Design instr_cache, sky130hd; sources not shown.
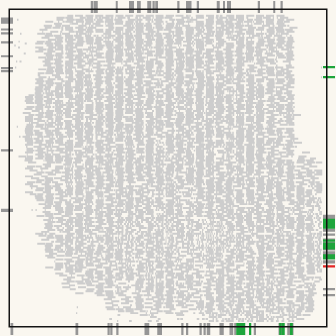
(images/pins.png)
Pins as bars across the die edge, other pins in grey.
colour	port	pins	direction	edge
green	`mem_addr`	32	output	19 right, 13 bottom
red	`mem_req`	1	output	right
all pins by edge	49 bottom, 39 right, 31 top, 14 left
Port Buffers: 128
Die Span X: 434 µm

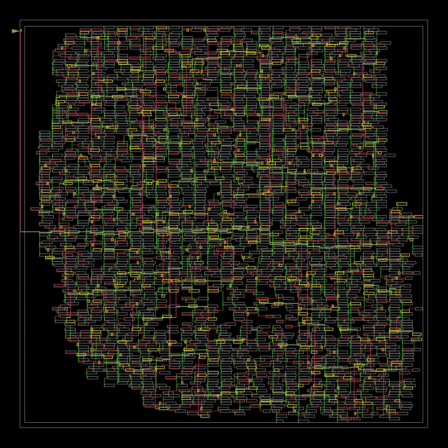
(images/final_clocks.png)
Clk Latency, worst-skew pair: 0.87 ns
clock group power: 18.7 mW
Num CTS Buffers: 238
clock net sink count: 2479
final-layout clock buffer total: 282

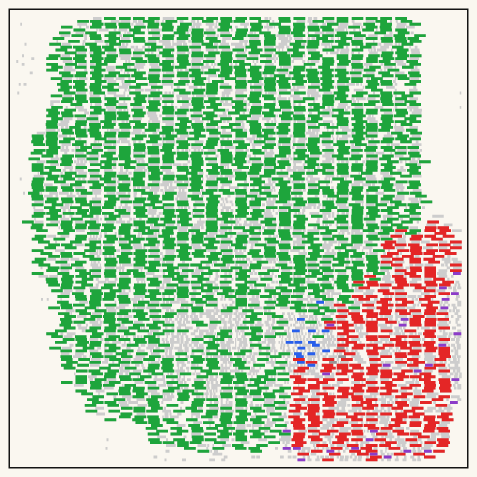
(images/registers.png)
colour	name in the netlist	sequential cells
purple	`line_base_q`	28
red	`u_array/tag_q`	384
blue	`u_array/valid_q`	16
green	`u_array/data_q`	2048
not coloured	3
final core utilization: 61.6%
sequential group power: 23.4 mW
storage element area: 74000 µm²

==> changes_impl.md <==
## Implementation

- Maximum ir drop on the vdd rail: between 400 and 500 µV
- Clock tree from TritonCTS: built
- Register share of total power: between 50% and 60%
- Ys cells: 4289
- Leading register cell type out of synthesis: sky130_fd_sc_hd__edfxtp_1
- Power after layout: approximately 45 mW
- Post-synthesis async set-or-reset flop share: 0%
- Proportion of synthesized chip area in sequential cells: 77.7%
- CTS H-tree lvls: 4
- Least-Margin Pin Slew: between 1 and 1.5 ns
- Number of synthesized flops with an enable pin: between 2000 and 2500
- GRT Overall Usage: 30.3%
- Share of total power in combinational logic: under 10%
- Cell variety after synth: roughly 53
- Switching share of power: 21.5%
- Cells on Worst Hold Path: 1
- Count of standard-cell rows: approximately 160
- Gr ovfl total: 0
- Startpoint class of the critical path: input port
- Basic-gate share of the synthesized area counting and, or, nand and nor cells: under 10%
- Non-filler cells in the finished layout: 7352
- CTS clk-pin slew, worst paths: around 0.060 ns
- Adder and majority cell fraction of the synthesized area: less than 1%
- Data arrival time of the critical path: around 4 ns
- Compound Share, Synth: between 2 and 2.5%
- Commonest cells after routing, fill and taps aside: sky130_fd_sc_hd__edfxtp_1, sky130_fd_sc_hd__mux4_2, sky130_fd_sc_hd__buf_4, sky130_fd_sc_hd__clkbuf_16, sky130_fd_sc_hd__clkdlybuf4s50_1
- Final Hold Violation Tally: 0
- Initial Utilization: between 50% and 60%
- Worst path required time: approximately 4 ns
- Area Growth Syn to Fin: 15.7%
- Detailed-route DRC error count: 0
- Final nets: 4840
- Average detailed-routed wire length per instance: around 37 µm
- Core area: 179000 µm²
- Final number of setup-violating endpoints: 0
- Maximum number of pins on one net before global-route repair: slightly below 80
- Fmax: between 200 and 250 MHz
- Proportion of layout cells with a drive suffix above 1: 30.0%
- Cell-internal power: approximately 35 mW
- Placed cell areas: ~100000 µm²
- Via count of the routed design: just under 50000
- Relative slew margins: under 10%
- Cell area after technology mapping: 95200 µm²
- Leakage: about 35 nW
- Pwr/cell area: slightly above 400 nW/µm²
- Per-cell via count in the routed design: ~6.8
- Post-layout min period: approximately 4.9 ns
- Most common cell after layout, fill and taps aside: sky130_fd_sc_hd__edfxtp_1
- Detailed-placement wirelength estimate: roughly 150000 µm
- Result of the run: completed
- Top logic family: multiplexers
- Number of flip-flops in the largest register: approximately 2000
- Maximum clock insertion buffer count: 3
- Via count of the first global-routing pass: a little over 50000
- Synthesized area divided by synthesized cell count: about 22 µm²
- Mux cell area share: ~16%
- CP Cell Sequence: buf_8 > buf_4 > buf_16 > buf_12 > buf_16 > buf_12 > mux4_2 > a22oi_2 > nand4_1 > and3_1 > clkdlybuf4s50_1
- Chip area: 188000 µm²
- Total of max-cap violations: 0
- CP max stage cell: sky130_fd_sc_hd__mux4_2
- Chip area from the yosys synthesis statistics: roughly 95000 µm²
- I/O pin cnt: 133
- Power in combinational cells: roughly 2.4 mW
- Yosys warning total: 6
- Register-to-register setup slack: about 1.0 ns
==> metrics by stage <==
step | setup WS (ns) | hold slack, ns | TNS (ns)
6_report | 0.0450 | 0.313 | 0
5_1_grt | -0.0258 | 0.276 | -0.0322
4_1_cts | 0.00491 | 0.231 | 0
3_5_place_dp | -0.113 | 0.323 | -0.267
3_3_place_gp | -0.149 | 0.312 | -0.275
2_1_floorplan | 0.695 | 0.294 | 0
==> Yosys cell counts (all sizes together), types with 57 or more instances <==
master,count,share of area [%]
nor2,94,0.37
mux2i,76,0.80
nand2b,67,0.44
nand4,57,0.37
edfxtp,2432,77
o22ai,70,0.46
buf,141,0.95
clkbuf,104,0.41
mux4,609,14
nand2,77,0.30
nand3,77,0.40
==> metal layers <==
metal | part of all wire [%] | wire (µm) | vias to the layer above | track usage, %
li1 | - | - | 19100 | -
met1 | 36 | 99500 | 26500 | 39.8
met2 | 49 | 133000 | 3334 | 47.2
met3 | 10 | 28500 | 655 | 6.26
met4 | 4.6 | 12500 | 0 | 12.2
met5 | 0 | 0 | - | -
==> final cells by class <==
class                           count  area [µm²]  share of cell area (%)
Antenna cell                       13        32.5                  0.0295
Clock buffer                      282        6240                    5.66
Clock inverter                    170        1690                    1.54
Inverter                           15        56.3                  0.0511
Multi-Input combinational cell   1551       20500                    18.6
Sequential cell                  2479       74000                    67.2
Tap cell                         2355        2950                    2.68
Timing Repair Buffer              487        4700                    4.27
==> worst max-delay path: cells and delay by family <==
family / cells / cell delay, ns
compound gates: 1 / 0.28
buf+inv: 7 / 1.75
mux: 1 / 0.55
simple gates: 2 / 0.54
==> what timing repair did <==
item                       in CTS  in global routing
gates cloned                    0                  1
hold endpoints to repair        0                  0
setup endpoints to repair      10                  8
resized                        16                 12
hold buffers                    0                  0
pin swaps                       6                  5
buffers inserted                1                  1
No activity file was given, so power comes from the tool's default toggle rates.
